===== config.mk =====
export PLATFORM = sky130hd
export DESIGN_NAME = gf2_poly_div_9bit_flat
export DESIGN_NICKNAME = d
export VERILOG_FILES = /design/src/rtl/gf2_poly_div_9bit_if.sv /design/src/rtl/gf2_poly_div_9bit.sv /design/src/flat_wrapper.sv
export SDC_FILE = /design/constraint.sdc
export NUM_CORES = 1
export LEC_CHECK = 0
export ABC_AREA = 1
export ABC_CLOCK_PERIOD_IN_PS = 2300
export CAP_MARGIN = 20
export CORE_MARGIN = 2
export CORE_UTILIZATION = 49
export CTS_CLUSTER_DIAMETER = 80
export CTS_CLUSTER_SIZE = 20
export DETAILED_ROUTE_END_ITERATION = 8
export GPL_TIMING_DRIVEN = 0
export PLACE_DENSITY = 0.76
export REMOVE_ABC_BUFFERS = 1
export SLEW_MARGIN = 20
export SYNTH_ARGS = -nofsm -noshare
export SYNTH_HDL_FRONTEND = slang
export SYNTH_SLANG_ARGS = --single-unit

===== constraint.sdc =====
create_clock -name clk -period 2.3 [get_ports clk]
set_input_delay 0.46 -clock clk [delete_from_list [all_inputs] [get_ports clk]]
set_output_delay 0.46 -clock clk [all_outputs]
set_load 0.02 [all_outputs]

===== src/rtl/gf2_poly_div_9bit_if.sv =====
// Handshake bundle for the GF(2)[x] divider: operand request channel and result channel.
interface gf2_poly_div_9bit_if #(
  parameter int unsigned N = 9
);
  localparam int unsigned W = 2 * N - 1;

  logic         in_valid;
  logic         in_ready;
  logic [W-1:0] a;
  logic [N-1:0] b;
  logic         out_valid;
  logic         out_ready;
  logic [W-1:0] q;
  logic [N-2:0] r;
  logic         div_zero;

  modport master (
    output in_valid, a, b, out_ready,
    input  in_ready, out_valid, q, r, div_zero
  );

  modport slave (
    input  in_valid, a, b, out_ready,
    output in_ready, out_valid, q, r, div_zero
  );
endinterface


===== src/rtl/gf2_poly_div_9bit.sv =====
// Sequential GF(2)[x] long divider: 17-bit dividend by 9-bit divisor, one dividend bit per clock.
// Returns quotient, remainder and a divide-by-zero flag over a valid/ready handshake.
module gf2_poly_div_9bit (
  input  logic                  clk,
  input  logic                  rst,
  gf2_poly_div_9bit_if.slave    bus
);
  localparam int unsigned N  = 9;
  localparam int unsigned W  = 2 * N - 1;
  localparam int unsigned KW = $clog2(W);

  typedef enum logic [1:0] {
    S_IDLE = 2'd0,
    S_RUN  = 2'd1,
    S_DONE = 2'd2
  } state_t;

  state_t          r_state;
  state_t          w_state_nxt;
  logic            r_in_ready;
  logic            r_out_valid;
  logic [W-1:0]    r_rem;
  logic [N-1:0]    r_div;
  logic [KW-1:0]   r_deg;
  logic [KW-1:0]   r_k;
  logic [W-1:0]    r_q;
  logic [N-2:0]    r_r;
  logic            r_dz;

  logic [KW-1:0]   w_deg;
  logic            w_b_nz;
  logic [KW-1:0]   w_shamt;
  logic            w_hit;
  logic [W-1:0]    w_rem_nxt;
  logic [W-1:0]    w_q_nxt;

  assign bus.in_ready  = r_in_ready;
  assign bus.out_valid = r_out_valid;
  assign bus.q         = r_q;
  assign bus.r         = r_r;
  assign bus.div_zero  = r_dz;

  assign w_b_nz = |bus.b;

  // Degree of the divisor: index of the highest set bit.
  always_comb begin
    w_deg = '0;
    for (int unsigned i = 0; i < N; i++) begin
      if (bus.b[i]) w_deg = KW'(i);
    end
  end

  // One long-division step at bit position k.
  always_comb begin
    w_shamt   = r_k - r_deg;
    w_hit     = (r_k >= r_deg) && r_rem[r_k];
    w_rem_nxt = r_rem;
    w_q_nxt   = r_q;
    if (w_hit) begin
      w_rem_nxt          = r_rem ^ (W'(r_div) << w_shamt);
      w_q_nxt[w_shamt]   = 1'b1;
    end
  end

  always_comb begin
    w_state_nxt = r_state;
    unique case (r_state)
      S_IDLE: if (bus.in_valid) w_state_nxt = w_b_nz ? S_RUN : S_DONE;
      S_RUN:  if (r_k == '0) w_state_nxt = S_DONE;
      S_DONE: if (bus.out_ready) w_state_nxt = S_IDLE;
      default: w_state_nxt = S_IDLE;
    endcase
  end

  // Handshake flags are registered from the next state so they track the FSM exactly.
  always_ff @(posedge clk) begin
    if (rst) begin
      r_state     <= S_IDLE;
      r_in_ready  <= 1'b1;
      r_out_valid <= 1'b0;
    end else begin
      r_state     <= w_state_nxt;
      r_in_ready  <= (w_state_nxt == S_IDLE);
      r_out_valid <= (w_state_nxt == S_DONE);
    end
  end

  always_ff @(posedge clk) begin
    if (rst) begin
      r_rem <= '0;
      r_div <= '0;
      r_deg <= '0;
      r_k   <= KW'(W - 1);
      r_q   <= '0;
      r_r   <= '0;
      r_dz  <= 1'b0;
    end else begin
      unique case (r_state)
        S_IDLE: begin
          if (bus.in_valid) begin
            if (w_b_nz) begin
              r_rem <= bus.a;
              r_div <= bus.b;
              r_deg <= w_deg;
              r_q   <= '0;
              r_k   <= KW'(W - 1);
            end else begin
              r_dz  <= 1'b1;
              r_q   <= '0;
              r_r   <= '0;
            end
          end
        end
        S_RUN: begin
          r_rem <= w_rem_nxt;
          r_q   <= w_q_nxt;
          if (r_k == '0) begin
            r_r <= w_rem_nxt[N-2:0];
            r_k <= KW'(W - 1);
          end else begin
            r_k <= r_k - KW'(1);
          end
        end
        S_DONE: begin
          if (bus.out_ready) r_dz <= 1'b0;
        end
        default: ;
      endcase
    end
  end
endmodule

===== src/flat_wrapper.sv =====
// flat-port wrapper written by rule: the top's interface ports become plain ports
module gf2_poly_div_9bit_flat 
  (clk, rst, bus_in_valid, bus_a, bus_b, bus_out_ready, bus_in_ready, bus_out_valid, bus_q, bus_r, bus_div_zero);
  gf2_poly_div_9bit_if bus_i ();
  input  logic clk;
  input  logic rst;
  input wire logic [$bits(bus_i.in_valid)-1:0] bus_in_valid;
  input wire logic [$bits(bus_i.a)-1:0] bus_a;
  input wire logic [$bits(bus_i.b)-1:0] bus_b;
  input wire logic [$bits(bus_i.out_ready)-1:0] bus_out_ready;
  output wire logic [$bits(bus_i.in_ready)-1:0] bus_in_ready;
  output wire logic [$bits(bus_i.out_valid)-1:0] bus_out_valid;
  output wire logic [$bits(bus_i.q)-1:0] bus_q;
  output wire logic [$bits(bus_i.r)-1:0] bus_r;
  output wire logic [$bits(bus_i.div_zero)-1:0] bus_div_zero;
  assign bus_i.in_valid = bus_in_valid;
  assign bus_i.a = bus_a;
  assign bus_i.b = bus_b;
  assign bus_i.out_ready = bus_out_ready;
  assign bus_in_ready = bus_i.in_ready;
  assign bus_out_valid = bus_i.out_valid;
  assign bus_q = bus_i.q;
  assign bus_r = bus_i.r;
  assign bus_div_zero = bus_i.div_zero;
  gf2_poly_div_9bit u_core (.clk(clk), .rst(rst), .bus(bus_i));
endmodule

Port wiring:
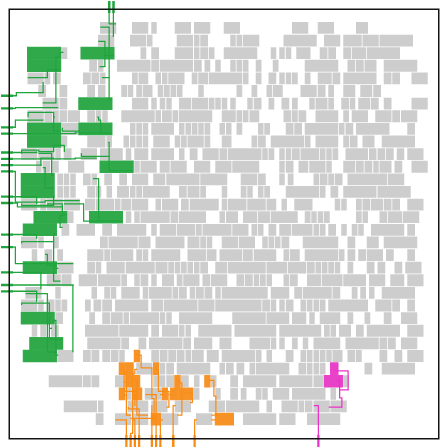
magenta -> `bus_out_ready`  # bits 1, direction input, edge bottom, end cells 2, buffers 1, wire 25.7 µm
orange -> `bus_b`  # bits 9, direction input, edge bottom, end cells 16, buffers 9, wire 162 µm
green -> `bus_q`  # bits 17, direction output, edge 15 left, 2 top, end cells 17, buffers 17, wire 436 µm
IO buf count: 57
IO Count: 58

Cell outlines without signal wires:
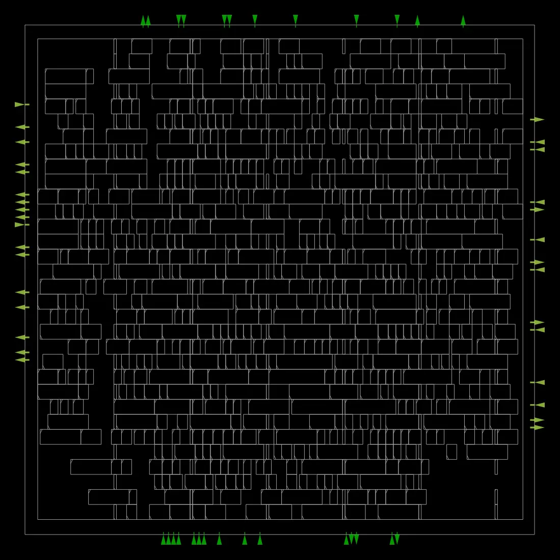
tap cells: 102
Seq area share: 0.237
# fillers: 627
post-layout util: 0.710

==> results.yml <==
# physical design summary
final_timing:
  period_used_share: 1.11
  setup_ws_ns: -0.255
  rsz0062_at_grt: "true"
  relSlewSlack: 0.524
  fmax_mhz: 391
  max_slew.worst_pin.slew_ns: 0.713
  hold_ws_ns: 0.444
  hold_viol: 0
  setup-violations-final: 21
logic_synthesis:
  ys_cells: 616
  syn_inst: 616
  avgSynthCellArea_um2: 6.20
  seq_area_frac_synth: 0.336
  synth_area_um2: 3820
  yosys_area_um2: 3820
  synth.distinct_cells: 28
floorplanning:
  core_area_um2: 7650
  die_y_um: 92.3
  row_count: 32
  die_x_um: 92.3
  die-area_um2: 8510
  initCoreUtil: 0.499
cells_and_area:
  layout_top_cell: "nand2_1"
  final_layout_size_suffix_gt1_frac: 0.225
  area.growth.synth_to_final_pct: 42.3
  layout.cells.non_filler: 792
  final_nets: 723
  n_antenna_cell: 0
outcome:
  status: "complete, but fails checks"
  violations: "setup timing"
critical_path:
  crit_fanout: 5
  cp_common_cell: "nand2_1"
  crit_buf_inv: 3
  worstPathArrival_ns: 2.80
  worstPathCellList: "inv_8 > ha_4 > inv_2 > fa_2 > clkinvlp_4 > nand3_2 > nand2_1 > nand2_1 > nand2_1 > nand2_1 > nand3_2 > nor2_1 > nor3_2 > nor2_1 > nor2_1"
  worst_path_max_delay_cell: "fa_2"
  cp.depth: 15
  r2r-end: "u_core.r_rem[10]$_SDFFE_PP0P_"
  startpoint: "u_core.r_k[0]$_SDFFE_PP0P_"
  path_delay_family: "simple AND/OR/NAND/NOR gates"
  endpoint_kind: "flop"
  critPathMaxStageDelay_ns: 0.67
  reg2reg_from: "u_core.r_k[0]$_SDFFE_PP0P_"
flow_run:
  cap_violations: 0
  warnings: 28
clock_network:
  clk-insertion-delay-late_ns: 0.34
  cts_sinks: 64
  cts_root_buf: "clkbuf_8"
  cts.htree.levels: 3
  clk_pin_slew_ns: 0.08
  numCtsBuffers: 9
  post_cts.repair.setup_buffers: 15
  post_cts_resized: 78
grt:
  antenna_found_initial: 0
  grt_overflow: 0
  grt_pass1_wl_mm: 19.7
  grt_max_degree: 36
  grt_pass1_vias: 4140
placed_design:
  place_ws_ns: -1.16
  dp_hpwl_mm: 7.64
  place_congestion: 0.895
detailed_routing:
  wl_per_cell_um: 15.6
  num_vias: 4411
  via_per_inst: 5.57
  drtAntennaViolNets: 0
  drtIter0Drc: 248
  drt_pass1_iterations: 6
  post-route-drc-count: 0
power_and_ir_drop:
  peakVddDrop_mv: 0.465
  netSwitchingPower_mw: 1.92
  pwr-share-seq: 0.295
  p_int_mw: 2.46
  p_total_mw: 4.38
  p_leak_nw: 2.26
  combPwrFrac: 0.487
  p_sw_frac: 0.439
worst_hold_path:
  hold_path_depth: 3
  worstHoldPathType: "input port to flop"
Clock distribution:
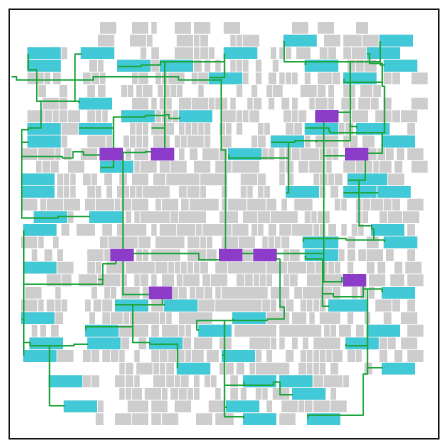
cyan -> flip-flops  # count 64
purple -> clock-net drivers  # count 9
green -> clock wires  # length 933 µm
routed clock nets = 10
clock network power: 0.957 mW
clock skew: 0.0133 ns
clock share of power: 0.218

==> final cells by class <==
cell class	instances	area (µm²)
Clock buffer	13	179
Clock inverter	2	12.5
Fill cell	627	2210
Inverter	64	263
Multi-Input combinational cell	464	2770
Sequential cell	64	1290
Tap cell	102	128
Timing Repair Buffer	82	785
Timing Repair inverter	1	7.51
==> layer usage <==
metal	vias up	wire, µm	GRT usage
met5	-	0	0
met4	0	370	0.106
met3	36	661	0.0526
met2	147	6210	0.517
met1	2070	5120	0.343
li1	2158	-	-
==> synthesized netlist by cell type (all sizes together) <==
| cell | n | area, µm² |
|---|---|---|
| a21oi | 61 | 305 |
| xor2 | 1 | 8.76 |
| nand4 | 7 | 43.8 |
| nor3 | 8 | 45.0 |
| nand2 | 159 | 614 |
| nand3 | 99 | 508 |
| xnor2 | 1 | 16.3 |
| dfxtp | 64 | 1280 |
| clkbuf | 8 | 30.0 |
| fa | 1 | 20.0 |
| ha | 6 | 75.1 |
| or2 | 1 | 6.26 |
| inv | 62 | 233 |
| o221a | 1 | 11.3 |
| a21o | 5 | 37.5 |
| a211oi | 2 | 15.0 |
| o21ai | 33 | 165 |
| nor2 | 78 | 293 |
| buf | 17 | 101 |
| clkinv | 2 | 7.51 |
==> power groups by stage <==
stage / logic [mW] / registers [mW] / clock network, mW
after floorplan: 0.951 / 1.31 / 0
after global placement: 1.34 / 1.31 / 0
after detailed placement: 1.37 / 1.31 / 0
after CTS: 1.76 / 1.29 / 0.965
after global routing: 2.30 / 1.30 / 1.00
final: 2.13 / 1.29 / 0.957
==> cells by family (layout without fill, tap and decap cells) <==
logic type,after synthesis,after routing,synth area share
fa+ha+maj,7,7,0.0249
buf+inv,89,162,0.0973
compound gates,102,102,0.140
xor+xnor,2,2,0.00656
flops,64,64,0.336
simple gates,352,353,0.396
Power and IR drop assume default switching activity.
